### config.mk
export PLATFORM = sky130hd
export DESIGN_NAME = div_unit
export DESIGN_NICKNAME = d
export VERILOG_FILES = /design/src/rtl/div_unit.sv
export SDC_FILE = /design/constraint.sdc
export NUM_CORES = 1
export LEC_CHECK = 0
export CAP_MARGIN = 20
export CORE_MARGIN = 2
export CORE_UTILIZATION = 46
export CTS_BUF_LIST = sky130_fd_sc_hd__clkbuf_16
export DETAILED_ROUTE_END_ITERATION = 8
export PLACE_DENSITY = 0.66
export SYNTH_ARGS = -nofsm -noshare
export SYNTH_HDL_FRONTEND = slang
export SYNTH_SLANG_ARGS = --single-unit
### constraint.sdc
create_clock -name clk -period 13.1 [get_ports clk]
set_input_delay 1.965 -clock clk [delete_from_list [all_inputs] [get_ports clk]]
set_output_delay 1.965 -clock clk [all_outputs]
set_load 0.02 [all_outputs]
### src/rtl/div_unit.sv
// Iterative 32-bit RV32M divider: one restoring shift-subtract step per cycle,
// with single-cycle fast paths for divide-by-zero and signed overflow.
module div_unit (
   input  logic        clk,
   input  logic        reset,
   input  logic        start,
   input  logic        flush,
   input  logic [1:0]  sel,
   input  logic [31:0] a,
   input  logic [31:0] b,
   output logic        busy,
   output logic        done,
   output logic [31:0] result,
   output logic        zero
);

   typedef enum logic [1:0] {IDLE = 2'd0, CALC = 2'd1, DONE = 2'd2} state_t;

   state_t      state;
   logic [5:0]  cnt;
   logic [31:0] rem_q;
   logic [31:0] quo_q;
   logic [31:0] dvs_q;
   logic        is_rem;
   logic        neg_q;
   logic        neg_r;

   logic        a_neg, b_neg, div_zero, ovf;
   logic [31:0] a_mag, b_mag, fast_res;
   logic [32:0] shifted, diff;
   logic [31:0] nxt_rem, nxt_quo, fin_q, fin_r;

   // Operand decode at acceptance and one restoring division step.
   always_comb begin
      a_neg    = ~sel[0] & a[31];
      b_neg    = ~sel[0] & b[31];
      a_mag    = a_neg ? (32'd0 - a) : a;
      b_mag    = b_neg ? (32'd0 - b) : b;
      div_zero = (b == 32'd0);
      ovf      = ~sel[0] & (a == 32'h8000_0000) & (b == 32'hFFFF_FFFF);
      if (div_zero) begin
         fast_res = sel[1] ? a : 32'hFFFF_FFFF;
      end else begin
         fast_res = sel[1] ? 32'h0000_0000 : 32'h8000_0000;
      end
      shifted = {rem_q, quo_q[31]};
      diff    = shifted - {1'b0, dvs_q};
      nxt_rem = diff[32] ? shifted[31:0] : diff[31:0];
      nxt_quo = {quo_q[30:0], ~diff[32]};
      fin_q   = neg_q ? (32'd0 - nxt_quo) : nxt_quo;
      fin_r   = neg_r ? (32'd0 - nxt_rem) : nxt_rem;
   end

   // Control FSM with registered busy/done/result and the working registers.
   always_ff @(posedge clk) begin
      if (reset) begin
         state  <= IDLE;
         busy   <= 1'b0;
         done   <= 1'b0;
         result <= 32'd0;
         cnt    <= 6'd0;
         rem_q  <= 32'd0;
         quo_q  <= 32'd0;
         dvs_q  <= 32'd0;
         is_rem <= 1'b0;
         neg_q  <= 1'b0;
         neg_r  <= 1'b0;
      end else if (flush) begin
         state <= IDLE;
         busy  <= 1'b0;
         done  <= 1'b0;
         cnt   <= 6'd0;
      end else begin
         case (state)
            CALC: begin
               rem_q <= nxt_rem;
               quo_q <= nxt_quo;
               cnt   <= cnt + 6'd1;
               if (cnt == 6'd31) begin
                  state  <= DONE;
                  busy   <= 1'b0;
                  done   <= 1'b1;
                  result <= is_rem ? fin_r : fin_q;
               end else begin
                  state <= CALC;
               end
            end
            IDLE, DONE: begin
               done <= 1'b0;
               if (start && (div_zero || ovf)) begin
                  state  <= DONE;
                  done   <= 1'b1;
                  result <= fast_res;
               end else if (start) begin
                  state  <= CALC;
                  busy   <= 1'b1;
                  cnt    <= 6'd0;
                  rem_q  <= 32'd0;
                  quo_q  <= a_mag;
                  dvs_q  <= b_mag;
                  is_rem <= sel[1];
                  neg_q  <= a_neg ^ b_neg;
                  neg_r  <= a_neg;
               end else begin
                  state <= IDLE;
               end
            end
            default: begin
               state <= IDLE;
               busy  <= 1'b0;
               done  <= 1'b0;
            end
         endcase
      end
   end

   assign zero = (result == 32'd0);

endmodule

Fig. 1: routed metal, one colour a layer
Drawn at 1.5 px/um. Two of the layers only.
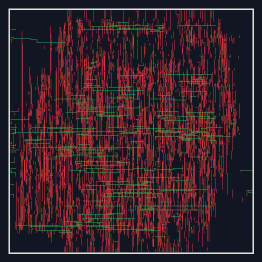
- M3: green (wire length 2570 um)
- M2: red (wire length 17300 um)
Via Count: 12100
routed wire length: 37840 um
routed len/inst: 19.15 um
GRT Util Overall: 0.2845

Fig. 2: placed standard cells
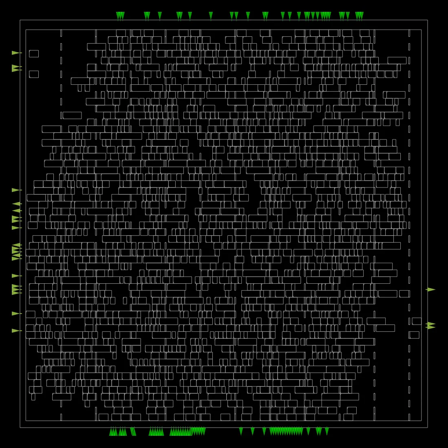
CORE AREA: 0.02432 mm^2
Finished Layout Cells: 1976
tapcell count: 324

==> deck_impl_summary.md <==
Synthesis and Place & Route Summary

Cells and area
  • Share of cells above drive strength 1: 0.05448

Critical path
  • CP bufs+invs: 2
  • Most frequent CP cell: a211oi_1
  • Crit-path cells: clkdlybuf4s50_1, or3_1, nor3b_1, and3b_1, nand4b_1, nor4_2, a31oi_1, nand3_1, nand2_1, nand2b_2, buf_4, a211oi_1, a211oi_1
  • CP max stage delay: 0.61 ns
  • Slowest stage cell, crit path: nor4_2

Run status
  • Status: finished, final reports clean

CTS
  • Root buf cell: clkbuf_16
  • Post-CTS setup buffers: 0
  • Post-cts resize count: 0
  • TritonCTS clock tree: done
  • CTS Buf Count: 17
  • Clock buffer depth: 2

Synth
  • Synth warn: 0
  • Most used DFF post-synth: dfxtp_1
  • Ys async rst share: 0
  • Unique masters post-synth: 78
  • Post-synthesis sequential area ratio: 0.2470
  • EDFF count, synth: 0

Global routing
  • Vias in the first global route: 10950
  • Pin count of the biggest net entering global routing: 100
  • First-pass GRT wire length: 59850 um

Die
  • Number of core rows: 57
  • Die area: 0.02612 mm^2
  • FP Util: 0.4699
  • Die W: 161.6 um
  • Die Span Y: 161.6 um

STA
  • Final Critical Period: 6.339 ns
  • Unrepaired setup endpoints after global routing: no
  • Worst Clk Skew: 0.01444 ns

Flow run
  • Max cap viols: 0
  • OpenROAD warning count: 27

Route
  • Number of routed nets with antenna violations: 0
  • Vias per inst: 6.125

Power
  • Power, Total: 1.227 mW
Fig. 3: port wiring
Drawn at 1.5 px/um.
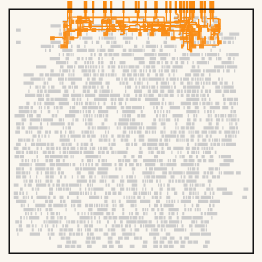
- b: orange (direction input; edge north; end cells 79; buffers 32; wire 1340 um)
# IOs: 105
IO buf count: 104

Fig. 4: met2 routing
Drawn at 3 px/um.
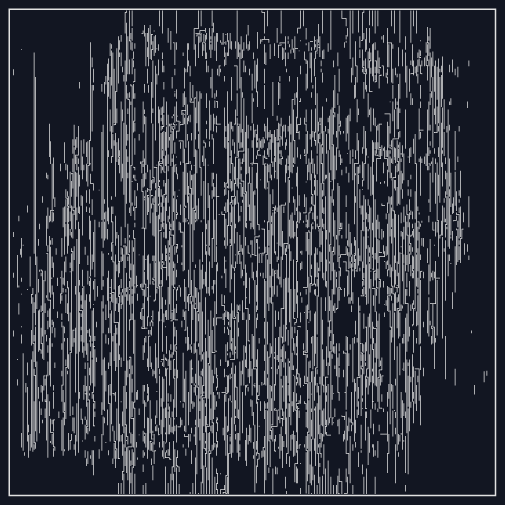
- nets with wire on the layer: 1426
- main direction: vertical
- longest straight run: 76.8 um
GR Layer Usage met2: 0.4493

==> final timing paths <==
path / depth (start not counted) / to / startpoint / slack (ns)
worst min-delay path: 1 / busy$_SDFFE_PP0P_ / state[0]$_SDFF_PP0_ / 0.44
worst max register to register: 22 / result[22]$_SDFFE_PP0P_ / quo_q[31]$_SDFFE_PP0P_ / 6.90
worst min register to register: 1 / busy$_SDFFE_PP0P_ / state[0]$_SDFF_PP0_ / 0.44
worst max-delay path: 13 / quo_q[31]$_SDFFE_PP0P_ / b[2] / 6.76
==> sequential cells by signal, indices dropped and copies added, names as in the netlist, 2 cells and up <==
register and flops:
state 2, rem_q 32, cnt 6, result 32
quo_q 32, dvs_q 32
==> report_power, final <==
part	internal, mW	total [mW]	switching (mW)
registers	0.443	0.455	0.0122
clock network	0.253	0.482	0.230
logic	0.106	0.290	0.184
==> cells in the final DEF (no fill, tap or decap), drive strengths merged, types with 48 or more instances in the layout <==
cell,netlist,final
nand2,215,215
nor2,176,176
a21oi,146,146
dfxtp,141,141
o21ai,112,112
clkdlybuf4s50,0,103
inv,61,72
xor2,68,68
xnor2,65,65
nor3,57,57
a211oi,48,48
==> Yosys cell counts (all sizes together), types with 14 or more instances <==
master	count	area, um^2
o21ai	112	564.3
xor2	68	595.6
o31ai	36	270.3
ha	38	475.5
a211oi	48	360.4
nand3	19	95.09
nand2b	16	100.1
xnor2	65	569.3
nor3	57	296.5
mux2i	19	190.2
nor2	176	676.9
inv	61	231.5
a21o	14	105.1
nand4	19	118.9
o211ai	23	172.7
or3	24	160.2
dfxtp	141	2823
nor4	29	202.7
a21oi	146	753.2
nand2	215	807.0
o41ai	15	146.4
a22oi	25	187.7
buf	33	190.2
clkbuf	68	255.2
==> layout make-up <==
class / instances / share of cell area
inverter: 61 / 0.01759
sequential: 141 / 0.2146
clock inverter: 15 / 0.01065
multi-input combinational: 1297 / 0.6039
timing repair buffer: 121 / 0.09013
tap: 324 / 0.03080
clock buffer: 17 / 0.03233
==> metal layers <==
| metal | vias up | GRT usage | wire length [um] |
|---|---|---|---|
| met5 | - | 0 | 0 |
| met1 | 5736 | 0.4039 | 17010 |
| li1 | 5854 | - | - |
| met3 | 69 | 0.04083 | 2574 |
| met4 | 0 | 0.08206 | 1002 |
| met2 | 444 | 0.4493 | 17250 |
==> logic make-up after synthesis <==
kind of cell	synth area share
AOI/OAI and AO/OA	0.2786
xor gates and xnor gates	0.1019
adders and majority gates	0.04336
buffers and inverters	0.05923
DFF	0.2470
muxes	0.02551
and+or+nand+nor	0.2444
==> stage by stage <==
stage | util | std cells | hold slack (ns) | worst slack (ns)
floorplan | - | 1600 | 0.4319 | 7.678
global placement | 0.5167 | 1943 | 0.4369 | 6.551
detailed placement | 0.5167 | 1943 | 0.4359 | 6.363
CTS | 0.5400 | 1975 | 0.4456 | 6.808
global route | 0.5411 | 1976 | 0.4674 | 6.475
finish | 0.5411 | 1976 | 0.4425 | 6.761
Power figures rest on the tool's default switching activity, not on a simulated workload.
